Figure 1. The metal 2 layer.
Drawn at 3 px/um.
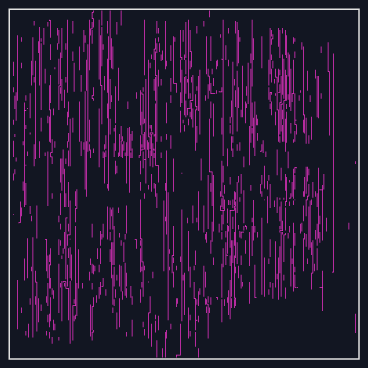
Figure 2. Placement density heat map.
Drawn at 3 px/um. The die is cut into 12 by 12 equal tiles; black is low, pale yellow is high, 0 to 100% covered.
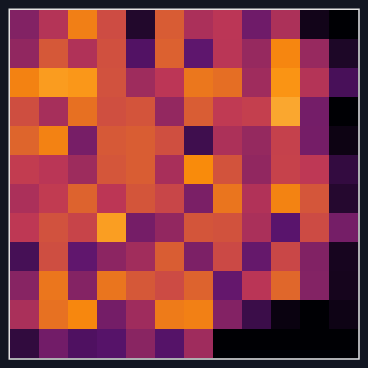
File: src/rtl/ir_key_controller_pkg.sv
// Shared SIRC frame layout and key-controller state encoding.
package ir_key_controller_pkg;

    localparam int unsigned CMD_W    = 7;
    localparam int unsigned ADDR_W   = 5;
    localparam int unsigned ADDR_LSB = 7;
    localparam int unsigned FRAME_W  = CMD_W + ADDR_W;

    typedef enum logic [1:0] {
        StIdle    = 2'd0,
        StConfirm = 2'd1,
        StHeld    = 2'd2
    } key_state_e;

    function automatic logic [CMD_W-1:0] frame_cmd(input logic [FRAME_W-1:0] frame);
        return frame[CMD_W-1:0];
    endfunction

    function automatic logic [ADDR_W-1:0] frame_addr(input logic [FRAME_W-1:0] frame);
        return frame[ADDR_LSB +: ADDR_W];
    endfunction

endpackage

File: src/rtl/ir_key_controller_if.sv
// Frame input from ir_receiver and key-event outputs to the application.
interface ir_key_controller_if;
    import ir_key_controller_pkg::*;

    logic [FRAME_W-1:0] data;
    logic               data_rdy;
    logic [CMD_W-1:0]   cmd;
    logic [ADDR_W-1:0]  addr;
    logic               cmd_valid;
    logic               cmd_repeat;
    logic               key_held;
    logic               key_released;

    // Drives frames, observes key events.
    modport master (
        output data, data_rdy,
        input  cmd, addr, cmd_valid, cmd_repeat, key_held, key_released
    );

    // The key controller itself.
    modport slave (
        input  data, data_rdy,
        output cmd, addr, cmd_valid, cmd_repeat, key_held, key_released
    );

endinterface

File: src/rtl/ir_gap_detector.sv
// Synchronizes the raw IR line and flags end of frame after a long idle-high gap.
module ir_gap_detector #(
    parameter int unsigned GAP_CYCLES = 100000
) (
    input  logic clk,
    input  logic rst_n,
    input  logic ir_in,
    output logic frame_end
);

    localparam int unsigned GAP_W = $clog2(GAP_CYCLES + 1);
    localparam logic [GAP_W-1:0] GAP_SAT  = GAP_W'(GAP_CYCLES);
    localparam logic [GAP_W-1:0] GAP_LAST = GAP_W'(GAP_CYCLES - 1);

    logic             sync1_q, sync2_q;
    logic [GAP_W-1:0] gap_q, gap_d;
    logic             armed_q, armed_d;
    logic             frame_end_q, frame_end_d;

    // Gap counter clears on a low, saturates while idle; pulse on first arrival at the limit.
    always_comb begin
        gap_d       = gap_q;
        armed_d     = armed_q;
        frame_end_d = 1'b0;
        if (!sync2_q) begin
            gap_d   = '0;
            armed_d = 1'b1;
        end else if (gap_q != GAP_SAT) begin
            gap_d = gap_q + GAP_W'(1);
        end
        // armed suppresses the spurious gap that follows reset on an idle line
        frame_end_d = armed_q && sync2_q && (gap_q == GAP_LAST);
    end

    // Synchronizer (resets to idle-high) and gap state.
    always_ff @(posedge clk or negedge rst_n) begin
        if (!rst_n) begin
            sync1_q     <= 1'b1;
            sync2_q     <= 1'b1;
            gap_q       <= '0;
            armed_q     <= 1'b0;
            frame_end_q <= 1'b0;
        end else begin
            sync1_q     <= ir_in;
            sync2_q     <= sync1_q;
            gap_q       <= gap_d;
            armed_q     <= armed_d;
            frame_end_q <= frame_end_d;
        end
    end

    assign frame_end = frame_end_q;

endmodule

File: src/rtl/ir_key_controller.sv
// Turns SIRC frames into debounced press / auto-repeat / release key events.
module ir_key_controller
    import ir_key_controller_pkg::*;
#(
    parameter int unsigned       GAP_CYCLES           = 100000,
    parameter int unsigned       CONFIRM_FRAMES       = 2,
    parameter int unsigned       RELEASE_CYCLES       = 3000000,
    parameter int unsigned       REPEAT_START_CYCLES  = 25000000,
    parameter int unsigned       REPEAT_PERIOD_CYCLES = 5000000,
    parameter bit                ADDR_FILTER_EN       = 1'b1,
    parameter logic [ADDR_W-1:0] ADDR_FILTER          = 5'h01
) (
    input  logic               clk,
    input  logic               rst_n,
    input  logic               ir_in,
    ir_key_controller_if.slave bus
);

    localparam int unsigned CNT_W   = $clog2(CONFIRM_FRAMES + 1);
    localparam int unsigned REL_W   = $clog2(RELEASE_CYCLES + 1);
    localparam int unsigned REP_MAX = (REPEAT_START_CYCLES > REPEAT_PERIOD_CYCLES) ?
                                      REPEAT_START_CYCLES : REPEAT_PERIOD_CYCLES;
    localparam int unsigned REP_W   = $clog2(REP_MAX + 1);

    localparam logic [CNT_W-1:0] CONFIRM_N       = CNT_W'(CONFIRM_FRAMES);
    localparam logic [REL_W-1:0] REL_SAT         = REL_W'(RELEASE_CYCLES);
    localparam logic [REL_W-1:0] REL_LAST        = REL_W'(RELEASE_CYCLES - 1);
    localparam logic [REP_W-1:0] REP_START_LAST  = REP_W'(REPEAT_START_CYCLES - 1);
    localparam logic [REP_W-1:0] REP_PERIOD_LAST = REP_W'(REPEAT_PERIOD_CYCLES - 1);

    key_state_e         state_q, state_d;
    logic [FRAME_W-1:0] cand_q, cand_d;
    logic [CNT_W-1:0]   cnt_q, cnt_d, cnt_inc;
    logic [REL_W-1:0]   rel_q, rel_d;
    logic [REP_W-1:0]   rep_q, rep_d, rep_limit;
    logic               rep_first_q, rep_first_d;
    logic [CMD_W-1:0]   cmd_q, cmd_d;
    logic [ADDR_W-1:0]  addr_q, addr_d;
    logic               cmd_valid_q, cmd_valid_d;
    logic               cmd_repeat_q, cmd_repeat_d;
    logic               key_released_q, key_released_d;

    logic frame_end;
    logic frame_evt, addr_ok, accept, match;
    logic rel_hit, rep_hit, do_confirm;

    ir_gap_detector #(
        .GAP_CYCLES (GAP_CYCLES)
    ) u_gap (
        .clk       (clk),
        .rst_n     (rst_n),
        .ir_in     (ir_in),
        .frame_end (frame_end)
    );

    assign frame_evt = frame_end & bus.data_rdy;
    assign addr_ok   = !ADDR_FILTER_EN || (frame_addr(bus.data) == ADDR_FILTER);
    assign accept    = frame_evt & addr_ok;
    assign match     = accept & (bus.data == cand_q);
    assign cnt_inc   = cnt_q + CNT_W'(1);

    // First repeat waits the long start delay, later ones the shorter period.
    assign rep_limit = rep_first_q ? REP_START_LAST : REP_PERIOD_LAST;
    assign rel_hit   = (state_q != StIdle) && (rel_q == REL_LAST);
    assign rep_hit   = (state_q == StHeld) && (rep_q == rep_limit);

    // Next-state, timers and registered event outputs.
    always_comb begin
        state_d        = state_q;
        cand_d         = cand_q;
        cnt_d          = cnt_q;
        rel_d          = rel_q;
        rep_d          = '0;
        rep_first_d    = rep_first_q;
        cmd_d          = cmd_q;
        addr_d         = addr_q;
        cmd_valid_d    = 1'b0;
        cmd_repeat_d   = 1'b0;
        key_released_d = 1'b0;
        do_confirm     = 1'b0;

        if ((state_q != StIdle) && (rel_q != REL_SAT)) begin
            rel_d = rel_q + REL_W'(1);
        end
        if (state_q == StHeld) begin
            rep_d = rep_q + REP_W'(1);
        end

        case (state_q)
            StIdle: begin
                if (accept) begin
                    cand_d = bus.data;
                    cnt_d  = CNT_W'(1);
                    rel_d  = '0;
                    if (CONFIRM_FRAMES == 1) begin
                        do_confirm = 1'b1;
                    end else begin
                        state_d = StConfirm;
                    end
                end
            end
            StConfirm: begin
                if (match) begin
                    rel_d = '0;
                    cnt_d = cnt_inc;
                    if (cnt_inc == CONFIRM_N) begin
                        do_confirm = 1'b1;
                    end
                end else if (accept) begin
                    cand_d = bus.data;
                    cnt_d  = CNT_W'(1);
                    rel_d  = '0;
                end else if (rel_hit) begin
                    state_d = StIdle;
                    cnt_d   = '0;
                    rel_d   = '0;
                end
            end
            StHeld: begin
                if (accept && !match) begin
                    // a different key takes over: release the old one first
                    key_released_d = 1'b1;
                    cand_d         = bus.data;
                    cnt_d          = CNT_W'(1);
                    rel_d          = '0;
                    if (CONFIRM_FRAMES == 1) begin
                        do_confirm = 1'b1;
                    end else begin
                        state_d = StConfirm;
                    end
                end else if (!match && rel_hit) begin
                    // timeout outranks a repeat due in the same cycle
                    key_released_d = 1'b1;
                    state_d        = StIdle;
                    cnt_d          = '0;
                    rel_d          = '0;
                end else begin
                    if (match) begin
                        rel_d = '0;
                    end
                    if (rep_hit) begin
                        cmd_valid_d  = 1'b1;
                        cmd_repeat_d = 1'b1;
                        rep_d        = '0;
                        rep_first_d  = 1'b0;
                    end
                end
            end
            default: begin
                state_d = StIdle;
            end
        endcase

        if (do_confirm) begin
            cmd_valid_d  = 1'b1;
            cmd_repeat_d = 1'b0;
            cmd_d        = frame_cmd(bus.data);
            addr_d       = frame_addr(bus.data);
            state_d      = StHeld;
            rep_d        = '0;
            rep_first_d  = 1'b1;
        end
    end

    // State and output registers; reset aborts silently with no release pulse.
    always_ff @(posedge clk or negedge rst_n) begin
        if (!rst_n) begin
            state_q        <= StIdle;
            cand_q         <= '0;
            cnt_q          <= '0;
            rel_q          <= '0;
            rep_q          <= '0;
            rep_first_q    <= 1'b0;
            cmd_q          <= '0;
            addr_q         <= '0;
            cmd_valid_q    <= 1'b0;
            cmd_repeat_q   <= 1'b0;
            key_released_q <= 1'b0;
        end else begin
            state_q        <= state_d;
            cand_q         <= cand_d;
            cnt_q          <= cnt_d;
            rel_q          <= rel_d;
            rep_q          <= rep_d;
            rep_first_q    <= rep_first_d;
            cmd_q          <= cmd_d;
            addr_q         <= addr_d;
            cmd_valid_q    <= cmd_valid_d;
            cmd_repeat_q   <= cmd_repeat_d;
            key_released_q <= key_released_d;
        end
    end

    assign bus.cmd          = cmd_q;
    assign bus.addr         = addr_q;
    assign bus.cmd_valid    = cmd_valid_q;
    assign bus.cmd_repeat   = cmd_repeat_q;
    assign bus.key_released = key_released_q;
    assign bus.key_held     = (state_q == StHeld);

endmodule
File: src/flat_wrapper.sv
// flat-port wrapper written by rule: the top's interface ports become plain ports
module ir_key_controller_flat import ir_key_controller_pkg::*;
#(
    parameter int unsigned       GAP_CYCLES           = 100000,
    parameter int unsigned       CONFIRM_FRAMES       = 2,
    parameter int unsigned       RELEASE_CYCLES       = 3000000,
    parameter int unsigned       REPEAT_START_CYCLES  = 25000000,
    parameter int unsigned       REPEAT_PERIOD_CYCLES = 5000000,
    parameter bit                ADDR_FILTER_EN       = 1'b1,
    parameter logic [ADDR_W-1:0] ADDR_FILTER          = 5'h01
)
  (clk, rst_n, ir_in, bus_data, bus_data_rdy, bus_cmd, bus_addr, bus_cmd_valid, bus_cmd_repeat, bus_key_held, bus_key_released);
  ir_key_controller_if bus_i ();
  input  logic clk;
  input  logic rst_n;
  input  logic ir_in;
  input wire logic [$bits(bus_i.data)-1:0] bus_data;
  input wire logic [$bits(bus_i.data_rdy)-1:0] bus_data_rdy;
  output wire logic [$bits(bus_i.cmd)-1:0] bus_cmd;
  output wire logic [$bits(bus_i.addr)-1:0] bus_addr;
  output wire logic [$bits(bus_i.cmd_valid)-1:0] bus_cmd_valid;
  output wire logic [$bits(bus_i.cmd_repeat)-1:0] bus_cmd_repeat;
  output wire logic [$bits(bus_i.key_held)-1:0] bus_key_held;
  output wire logic [$bits(bus_i.key_released)-1:0] bus_key_released;
  assign bus_i.data = bus_data;
  assign bus_i.data_rdy = bus_data_rdy;
  assign bus_cmd = bus_i.cmd;
  assign bus_addr = bus_i.addr;
  assign bus_cmd_valid = bus_i.cmd_valid;
  assign bus_cmd_repeat = bus_i.cmd_repeat;
  assign bus_key_held = bus_i.key_held;
  assign bus_key_released = bus_i.key_released;
  ir_key_controller #(.GAP_CYCLES(GAP_CYCLES), .CONFIRM_FRAMES(CONFIRM_FRAMES), .RELEASE_CYCLES(RELEASE_CYCLES), .REPEAT_START_CYCLES(REPEAT_START_CYCLES), .REPEAT_PERIOD_CYCLES(REPEAT_PERIOD_CYCLES), .ADDR_FILTER_EN(ADDR_FILTER_EN), .ADDR_FILTER(ADDR_FILTER)) u_core (.clk(clk), .rst_n(rst_n), .ir_in(ir_in), .bus(bus_i));
endmodule
File: config.mk
export PLATFORM = sky130hd
export DESIGN_NAME = ir_key_controller_flat
export DESIGN_NICKNAME = d
export VERILOG_FILES = /design/src/rtl/ir_key_controller_pkg.sv /design/src/rtl/ir_key_controller_if.sv /design/src/rtl/ir_gap_detector.sv /design/src/rtl/ir_key_controller.sv /design/src/flat_wrapper.sv
export SDC_FILE = /design/constraint.sdc
export NUM_CORES = 1
export LEC_CHECK = 0
export CELL_PAD_IN_SITES_DETAIL_PLACEMENT = 0
export CELL_PAD_IN_SITES_GLOBAL_PLACEMENT = 2
export CORE_UTILIZATION = 39
export DETAILED_ROUTE_END_ITERATION = 8
export GPL_ROUTABILITY_DRIVEN = 0
export MAX_ROUTING_LAYER = met4
export PLACE_DENSITY = 0.77
export RECOVER_POWER = 50
export SYNTH_ARGS = -nofsm -noshare
export SYNTH_HDL_FRONTEND = slang
export SYNTH_SLANG_ARGS = --single-unit
File: constraint.sdc
create_clock -name clk -period 2.5 [get_ports clk]
set_input_delay 0.5 -clock clk [delete_from_list [all_inputs] [get_ports clk]]
set_output_delay 0.5 -clock clk [all_outputs]
set_load 0.02 [all_outputs]
==> impl_metrics.json <==
{
  "status": "finished with violations",
  "failed_checks": "max-capacitance violations, max-slew violations",
  "endpoint_required_time_on_the_critical_path_ns": 2.74,
  "post-route-cell-area_um2": 6100,
  "rsz0062_at_grt": "no",
  "clk_pin_slew_ns": 0.08,
  "detailedPlacementHpwl_um": 7190,
  "clock_cell_area_share_pct": 4.68,
  "comb_area_share_pct": 39.6,
  "timing.critical_path.slowest_stage_cell": "or4b_4",
  "cts_resized": 0,
  "wire_per_inst_um": 14.6,
  "ys_ff": 100,
  "htree_num_levels": 3,
  "nonClockBufferCount": 63,
  "final_core_utilization_pct": 48.1,
  "post-synth-top-count-cell": "dfrtp_1",
  "mappedNetlistNets": 508,
  "tapcell.inserted": 172,
  "met3WireLength_um": 287,
  "final-max-slew-violation-count": 29,
  "r2r_setup_slack_ns": 0.27,
  "synth_cell_types": 52,
  "met2RoutedLength_um": 4870,
  "wl_met1_um": 5230,
  "post_route_drc": 0,
  "critical_path.max_fanout": 4,
  "switching_share_pct": 23.5,
  "mux_share_pct": 4.19,
  "slew_headroom_pct": -21.1,
  "place_worst_setup_slack_ns": -0.311,
  "first_global_vias": 3501,
  "power_combinational_w": 0.000101,
  "worstSetupStartpointType": "input pin",
  "grt_pass1_wl_um": 17700,
  "grt_use_total_pct": 17.8,
  "reg2reg_to": "u_core.cnt_q[1]",
  "worstPathCellList": "clkdlybuf4s50_1, or4b_4, or2_1, and3_1, buf_4, a311o_1, o211a_1",
  "clock_tree.buffer_depth": 2,
  "seq-power_w": 0.00163,
  "final-comb-area_um2": 2410,
  "synthesis.area_um2": 5070,
  "drtIter0Drc": 160,
  "timing.setup.critical_path_class": "input pin to flop",
  "post_synth_xor_area_fraction_pct": 11.7,
  "setup_violations": 0,
  "post_cts_hold_buffer_count": 0,
  "share_seq_of_total_power_pct": 52.8,
  "dominant_delay_contributor_by_cell_family_on_the_critical_path": "simple AND/OR/NAND/NOR gates",
  "compound_area_share_pct": 7.17,
  "post_synth_fa_ha_maj_area_fraction_pct": 2.47,
  "syn-instance-count": 482,
  "p_clk_share_pct": 44.0,
  "fillers": 1189,
  "final_critical_path_setup_slack_ns": 0.0493,
  "power.share.combinational_pct": 3.3,
  "timing.max_cap.violations": 1,
  "synth.yosys.num_cells": 482,
  "p_leak_nw": 2.64,
  "cts.sink_count": 100,
  "path_buffers": 2,
  "worst_pin_slew_ns": 1.82,
  "yosys_warnings": 0,
  "nClkBuffers": 10,
  "setup_tns_ns": 0,
  "hold_start": "u_core.u_gap.sync1_q",
  "yosys.area.top_type": "dfrtp_1",
  "busiest_layer": "met2",
  "most_used_flip_flop_cell": "dfrtp_1",
  "postCtsSetupBuffers": 0,
  "worst-path-stages": 7,
  "non_clock_inverter_count": 20,
  "reg.largest.list": "u_core.rep_q (25), u_core.rel_q (22), u_core.u_gap.gap_q (17)",
  "io_pins": 32,
  "viasPerCell": 5.04,
  "post_synth_and_or_nand_nor_area_fraction_pct": 21.8,
  "die-width_um": 116,
  "cell_count_of_the_worst_hold_path": 0,
  "power_report.internal_total_w": 0.00236,
  "first_pass_iters": 4,
  "drt.antenna.violating_nets": 0,
  "postSynthSeqShare_pct": 49.4,
  "register_containing_the_most_flip_flops_in_the_final_layout": "u_core.rep_q",
  "critical_path_arrival_ns": 2.69,
  "r2r.worst_path.cells": 7,
  "logic_gates": 346,
  "area_growth_pct": 20.1,
  "cts_tree": "done",
  "rows": 41,
  "insertion_delay_ns": 0.35,
  "power.switching_w": 0.000727,
  "antenna_found_initial": 0,
  "count_of_antenna_diodes_in_the_layout": 0,
  "worstSetupEndpointType": "flop",
  "p_total_w": 0.00309,
  "biggestCellCategory": "flip-flops and latches",
  "die-height_um": 116,
  "cts_inserted_buffers": 9,
  "rr_startpoint": "u_core.state_q[0]",
  "power_per_cell_area_nw_per_um2": 506,
  "worst_hold_path_type": "flop to flop",
  "final_nets": 566,
  "post_dp_cell_area_um2": 5820,
  "design.die.area_um2": 13500,
  "finalCritPeriodShare_pct": 98.0,
  "synth.top_cells.by_area": "dfrtp_1 48%, xor2_1 6.9%, xnor2_1 4.8%",
  "synth-async-reset-ratio_pct": 100
}
Back to the opening pictures, Figure 1:
- nets with wire on the layer: 465
- main direction: vertical
- longest straight run: 72.8 um
- wire length on this layer: 4,870 um
- share of all routed wire: 47%
routing usage on met2: 27.3%
total detailed-routing wirelength: 10,500 um
total via count in the routed design: 3,615

Back to the opening pictures, Figure 2:
- nearly empty tiles: 5.6%
- fullest tile: 81%
- mean over tiles: 44%
- tiles over 75% full: 3.5%
initial standard-cell utilization of the core: 40.1%
area of the placeable core: 12,700 um^2

